<file path="src/rtl/alu_ctrl_seq.sv">
// ALU control decoder with registered control word, illegal-encoding flag and
// a multi-cycle sequencer that stalls the pipe and strobes the iterative MUL/DIV unit.
module alu_ctrl_seq #(
  parameter int FUNC_W    = 4,
  parameter int OPC_W     = 4,
  parameter int CTRL_W    = 4,
  parameter int MC_CYCLES = 24
) (
  input  logic              clk,
  input  logic              rst_n,
  input  logic              valid_in,
  input  logic [1:0]        alu_op,
  input  logic [FUNC_W-1:0] func,
  input  logic [OPC_W-1:0]  opcode,
  input  logic              flush,
  output logic [CTRL_W-1:0] alu_ctrl,
  output logic              ctrl_valid,
  output logic              illegal,
  output logic              stall,
  output logic              mc_start,
  output logic              mc_step,
  output logic              mc_last,
  output logic [1:0]        dbg_state
);

  localparam int CNT_W = $clog2(MC_CYCLES);

  typedef enum logic [1:0] {
    IDLE = 2'd0,
    BUSY = 2'd1,
    DONE = 2'd2
  } state_t;

  // Handshake: an instruction is taken at a rising edge when valid_in=1,
  // stall=0 and flush=0; while stall=1 upstream holds it and valid_in is ignored.

  state_t            state_q, state_d;
  logic [CNT_W-1:0]  cnt_q, cnt_d;
  logic [CTRL_W-1:0] alu_ctrl_d;
  logic              ctrl_valid_d, illegal_d, mc_start_d;

  logic [3:0]        dec_code;
  logic              dec_ill;
  logic              dec_mc;

  // Undefined encodings still produce the add code so the ALU never sees garbage.
  always_comb begin
    dec_code = 4'b0010;
    dec_ill  = 1'b0;
    dec_mc   = 1'b0;
    case (alu_op)
      2'b00: dec_code = 4'b0010;
      2'b01: dec_code = 4'b1010;
      2'b10: begin
        if ((func >> 4) != '0) begin
          dec_ill = 1'b1;
        end else begin
          case (func[3:0])
            4'b0000: dec_code = 4'b0000;
            4'b0001: dec_code = 4'b0001;
            4'b0010: dec_code = 4'b0010;
            4'b0011: dec_code = 4'b1010;
            4'b0100: dec_code = 4'b0011;
            4'b0110: dec_code = 4'b0100;
            4'b0111: begin dec_code = 4'b0110; dec_mc = 1'b1; end
            4'b1000: begin dec_code = 4'b0111; dec_mc = 1'b1; end
            default: dec_ill = 1'b1;
          endcase
        end
      end
      default: begin
        if ((opcode >> 4) != '0) begin
          dec_ill = 1'b1;
        end else begin
          case (opcode[3:0])
            4'b0001: dec_code = 4'b0010;
            4'b0010: dec_code = 4'b0000;
            4'b0011: dec_code = 4'b0001;
            4'b0100: dec_code = 4'b0011;
            default: dec_ill = 1'b1;
          endcase
        end
      end
    endcase
  end

  always_comb begin
    state_d      = state_q;
    cnt_d        = cnt_q;
    alu_ctrl_d   = alu_ctrl;
    ctrl_valid_d = 1'b0;
    illegal_d    = 1'b0;
    mc_start_d   = 1'b0;
    if (flush) begin
      state_d = IDLE;
      cnt_d   = '0;
    end else begin
      case (state_q)
        BUSY: begin
          // Counter parks at zero; it is only reloaded by a new MUL/DIV accept.
          if (cnt_q == '0) begin
            state_d      = DONE;
            ctrl_valid_d = 1'b1;
          end else begin
            cnt_d = cnt_q - CNT_W'(1);
          end
        end
        default: begin
          state_d = IDLE;
          if (valid_in) begin
            alu_ctrl_d = CTRL_W'(dec_code);
            if (dec_mc) begin
              state_d    = BUSY;
              cnt_d      = CNT_W'(MC_CYCLES - 1);
              mc_start_d = 1'b1;
            end else begin
              ctrl_valid_d = 1'b1;
              illegal_d    = dec_ill;
            end
          end
        end
      endcase
    end
  end

  always_ff @(posedge clk or negedge rst_n) begin
    if (!rst_n) begin
      state_q    <= IDLE;
      cnt_q      <= '0;
      alu_ctrl   <= '0;
      ctrl_valid <= 1'b0;
      illegal    <= 1'b0;
      mc_start   <= 1'b0;
    end else begin
      state_q    <= state_d;
      cnt_q      <= cnt_d;
      alu_ctrl   <= alu_ctrl_d;
      ctrl_valid <= ctrl_valid_d;
      illegal    <= illegal_d;
      mc_start   <= mc_start_d;
    end
  end

  assign stall     = (state_q == BUSY);
  assign mc_step   = (state_q == BUSY);
  assign mc_last   = (state_q == BUSY) && (cnt_q == '0);
  assign dbg_state = state_q;

endmodule

</file>
<file path="config.mk">
export PLATFORM = sky130hd
export DESIGN_NAME = alu_ctrl_seq
export DESIGN_NICKNAME = d
export VERILOG_FILES = /design/src/rtl/alu_ctrl_seq.sv
export SDC_FILE = /design/constraint.sdc
export NUM_CORES = 1
export LEC_CHECK = 0
export ABC_AREA = 1
export CORE_MARGIN = 2
export CORE_UTILIZATION = 48
export CTS_BUF_LIST = sky130_fd_sc_hd__clkbuf_16
export DETAILED_ROUTE_END_ITERATION = 16
export GPL_ROUTABILITY_DRIVEN = 0
export MAX_ROUTING_LAYER = met4
export PLACE_DENSITY = 0.81
export SYNTH_ARGS = -nofsm -noshare
export SYNTH_HDL_FRONTEND = slang
export SYNTH_SLANG_ARGS = --single-unit
</file>
<file path="constraint.sdc">
create_clock -name clk -period 1.4 [get_ports clk]
set_input_delay 0.35 -clock clk [delete_from_list [all_inputs] [get_ports clk]]
set_output_delay 0.35 -clock clk [all_outputs]
set_load 0.01 [all_outputs]
</file>
### PDN straps and rails

Scale bar: 10 µm. Pins as bars on the die edge.
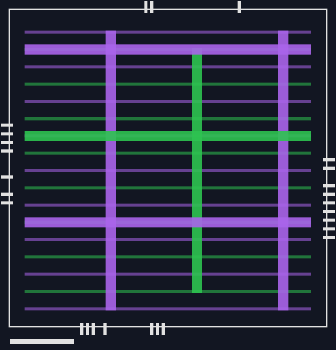
Key: VDD = green; VSS = purple
3 straps on met4. 26 signal pins sit on the boundary. 17 met1 rails follow the rows. 3 straps on met5. The core has 16 rows.

### Cells coloured by class

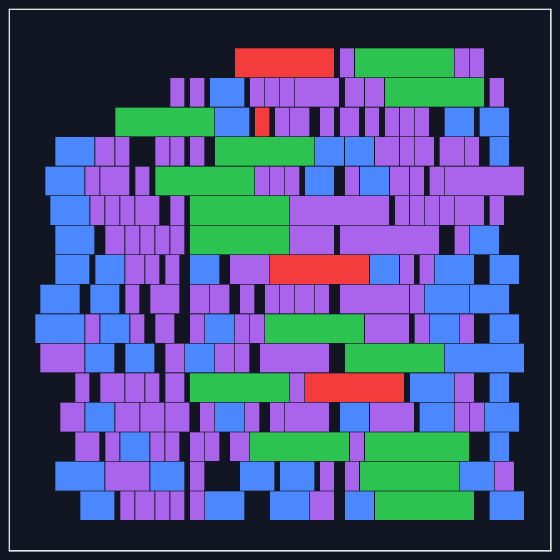
Key: combinational and other logic = purple [cells 129]; clock drivers and dummy loads = red [cells 4]; flops = green [cells 14]; other buffers and delay cells = blue [cells 52]

### Clock network drawn from the DEF

Scale bar: 10 µm.
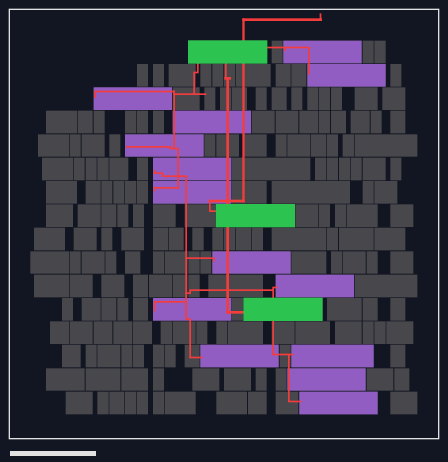
Key: clock drivers = green [count 3]; clock wires = red [length 204 µm]; flip-flops = purple [count 14]
There are 4 routed clock nets.

### Wiring by layer

Scale bar: 10 µm.
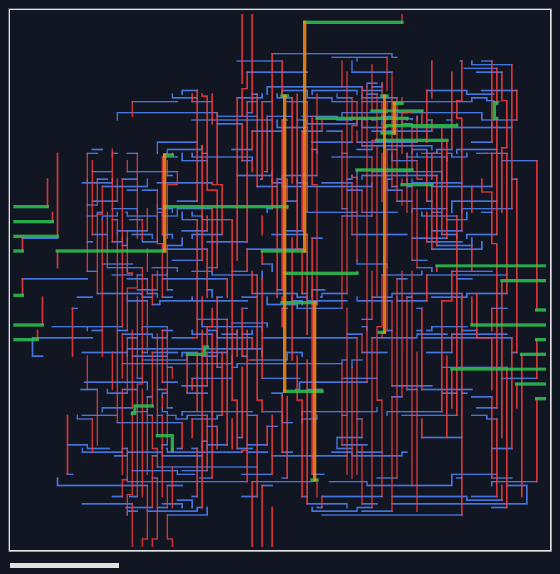
Key: metal 2 = red [wire length 1690 µm]; metal 3 = green [wire length 146 µm]; metal 1 = blue [wire length 1160 µm]; metal 4 = orange [wire length 97.9 µm]

==> flow_results.xml <==
<?xml version="1.0" encoding="UTF-8"?>
<metrics>
  <group name="status">
    <metric name="status" unit="">complete, but fails checks</metric>
    <metric name="violations_in_the_final_reports" unit="">negative setup slack</metric>
  </group>
  <group name="power_and_ir_drop">
    <metric name="sw_frac_of_total" unit="%">27.5</metric>
    <metric name="p_comb_share" unit="%">25.0</metric>
    <metric name="power.total" unit="µW">1330</metric>
    <metric name="internal_power_consumption" unit="µW">962</metric>
    <metric name="clockPowerShare" unit="%">41.2</metric>
    <metric name="power_density" unit="nW/µm²">826</metric>
    <metric name="maxPowerGroup" unit="">the clock network</metric>
    <metric name="cellLeakagePower" unit="µW">0.000869</metric>
    <metric name="comb_power" unit="µW">332</metric>
    <metric name="total_switching_power" unit="µW">364</metric>
    <metric name="powerClk" unit="µW">546</metric>
  </group>
  <group name="layout">
    <metric name="layout_top_cell_excl_fill_tap" unit="">sky130_fd_sc_hd__nand2_1</metric>
    <metric name="nFillCells" unit="">124</metric>
    <metric name="seq_cell_count" unit="">14</metric>
    <metric name="max_ffs_per_register" unit="">5</metric>
    <metric name="largest-register" unit="">cnt_q</metric>
    <metric name="area_growth_synth_to_finish" unit="%">59.8</metric>
    <metric name="layout.cell_area.non_filler" unit="µm²">1610</metric>
    <metric name="comb_gate_area" unit="µm²">609</metric>
    <metric name="most-common-layout-cells" unit="">46 x sky130_fd_sc_hd__nand2_1, 24 x sky130_fd_sc_hd__buf_4, 14 x sky130_fd_sc_hd__nor2_1</metric>
    <metric name="final_util" unit="%">81.8</metric>
    <metric name="area_share_nonclk_buffers" unit="%">28.0</metric>
    <metric name="antenna-diode-count" unit="">0</metric>
    <metric name="seq_area" unit="µm²">352</metric>
    <metric name="seq_share" unit="%">21.9</metric>
  </group>
  <group name="synth">
    <metric name="ys_seq_share" unit="%">34.9</metric>
    <metric name="yosys.area.top_type_share" unit="%">34.9</metric>
    <metric name="synth.largest_area_cell" unit="">sky130_fd_sc_hd__dfrtp_1</metric>
    <metric name="synth.distinct_cells" unit="">23</metric>
    <metric name="numSynthFlops" unit="">14</metric>
    <metric name="compound_gate_fraction_of_synth_area" unit="%">5.35</metric>
    <metric name="synth_cells" unit="">144</metric>
    <metric name="synth-main-ff-cell" unit="">sky130_fd_sc_hd__dfrtp_1</metric>
    <metric name="syn_avg_cell_area" unit="µm²">6.98</metric>
    <metric name="enable_flop_cells" unit="">0</metric>
    <metric name="muxShareOfSynthArea" unit="%">0</metric>
    <metric name="top_cells_by_area" unit="">sky130_fd_sc_hd__dfrtp_1 35%, sky130_fd_sc_hd__nand2_1 18%, sky130_fd_sc_hd__nand3_1 6.5%, sky130_fd_sc_hd__inv_1 6.0%, sky130_fd_sc_hd__nor2_1 6.0%</metric>
    <metric name="synthTopCellsByCount" unit="">48 x sky130_fd_sc_hd__nand2_1, 16 x sky130_fd_sc_hd__inv_1, 16 x sky130_fd_sc_hd__nor2_1, 14 x sky130_fd_sc_hd__dfrtp_1, 13 x sky130_fd_sc_hd__nand3_1</metric>
    <metric name="yosys.cell_count.top_type" unit="">sky130_fd_sc_hd__nand2_1</metric>
    <metric name="ys_cells" unit="">144</metric>
    <metric name="ys_warn_count" unit="">0</metric>
    <metric name="yosys.stat.chipArea" unit="µm²">1000</metric>
    <metric name="synth_xor_xnor_area_share" unit="%">0</metric>
  </group>
  <group name="hold_path">
    <metric name="worst_hold_path_type" unit="">input port to async pin</metric>
  </group>
  <group name="clock_network">
    <metric name="clock_sinks" unit="">14</metric>
    <metric name="path_clk_slew" unit="ps">50</metric>
    <metric name="worst_skew_pair_latency" unit="ps">250</metric>
    <metric name="ctsHtreeMaxLevel" unit="">1</metric>
    <metric name="cts_tree" unit="">yes</metric>
    <metric name="cts_inserted_buffers" unit="">3</metric>
    <metric name="max-clock-path-buffers" unit="">2</metric>
    <metric name="ctsResizeCount" unit="">30</metric>
    <metric name="number_of_setup_buffers_added_after_cts" unit="">1</metric>
  </group>
  <group name="detailed_routing">
    <metric name="via_count" unit="">1156</metric>
    <metric name="post_drt_wl_per_cell" unit="µm">13.7</metric>
    <metric name="wl" unit="µm">3090</metric>
    <metric name="drt_pre_antenna_iters" unit="">5</metric>
    <metric name="top_layer" unit="">met4</metric>
    <metric name="routed-wl-met2" unit="µm">1690</metric>
    <metric name="drt_iter0_markers" unit="">38</metric>
    <metric name="antenna_left" unit="">0</metric>
    <metric name="wl_met1" unit="µm">1160</metric>
  </group>
  <group name="placed_design">
    <metric name="number_of_placed_cells_counting_well_taps" unit="">218</metric>
    <metric name="port-buffer-count" unit="">25</metric>
    <metric name="dpl_cell_area" unit="µm²">1450</metric>
    <metric name="pre_cts_ws" unit="ps">-393</metric>
  </group>
  <group name="floorplan">
    <metric name="dieArea" unit="µm²">2480</metric>
    <metric name="ioPinCount" unit="">26</metric>
    <metric name="initial_core_util" unit="%">51.2</metric>
    <metric name="tap_cell_instance_count" unit="">27</metric>
    <metric name="core" unit="µm²">1960</metric>
    <metric name="floorplan.die.height" unit="µm">49.8</metric>
  </group>
  <group name="grt">
    <metric name="global_route.peak_usage_layer" unit="">met2</metric>
    <metric name="maximum_number_of_pins_on_one_net_before_global_route_repair" unit="">15</metric>
    <metric name="global_route.usage.total" unit="%">24.3</metric>
    <metric name="grtUsageMet1" unit="%">20.8</metric>
    <metric name="grt-ovfl-total" unit="">0</metric>
    <metric name="grt_antenna_before_repair" unit="">0</metric>
    <metric name="grt_pass1_vias" unit="">1144</metric>
    <metric name="grtUsageMet3" unit="%">5.15</metric>
  </group>
  <group name="setup_path">
    <metric name="setup.reg_to_reg.worst_slack" unit="ps">0</metric>
    <metric name="critical_path_peak_fanout" unit="">2</metric>
    <metric name="worst_path_most_repeated_cell" unit="">sky130_fd_sc_hd__inv_2</metric>
    <metric name="critical_path.reg2reg.endpoint" unit="">cnt_q[2]</metric>
    <metric name="endpoint" unit="">mc_last</metric>
    <metric name="crit_path_start" unit="">cnt_q[0]</metric>
    <metric name="cp_data_required_time" unit="ps">1050</metric>
    <metric name="critical_path.slowest_cell" unit="">sky130_fd_sc_hd__dfrtp_1</metric>
    <metric name="kind_of_launch_point_of_the_worst_setup_path" unit="">register</metric>
    <metric name="worst_setup_path_end_kind" unit="">primary output</metric>
    <metric name="worstPathCellList" unit="">inv_2, ha_4, nand2_2, nor2_4, inv_2, nor2_1, buf_2</metric>
  </group>
  <group name="final_timing">
    <metric name="fin_hold_ws" unit="ps">419</metric>
    <metric name="finalWorstSetupSlack" unit="ps">-287</metric>
    <metric name="finalClockSkew" unit="ps">3.62</metric>
    <metric name="finalSetupViolCount" unit="">2</metric>
    <metric name="slew-limit-headroom" unit="%">85.7</metric>
    <metric name="fin_setup_tns" unit="ps">-289</metric>
    <metric name="worst_slew_pin_slew" unit="ps">214</metric>
    <metric name="hold_violations" unit="">0</metric>
  </group>
</metrics>
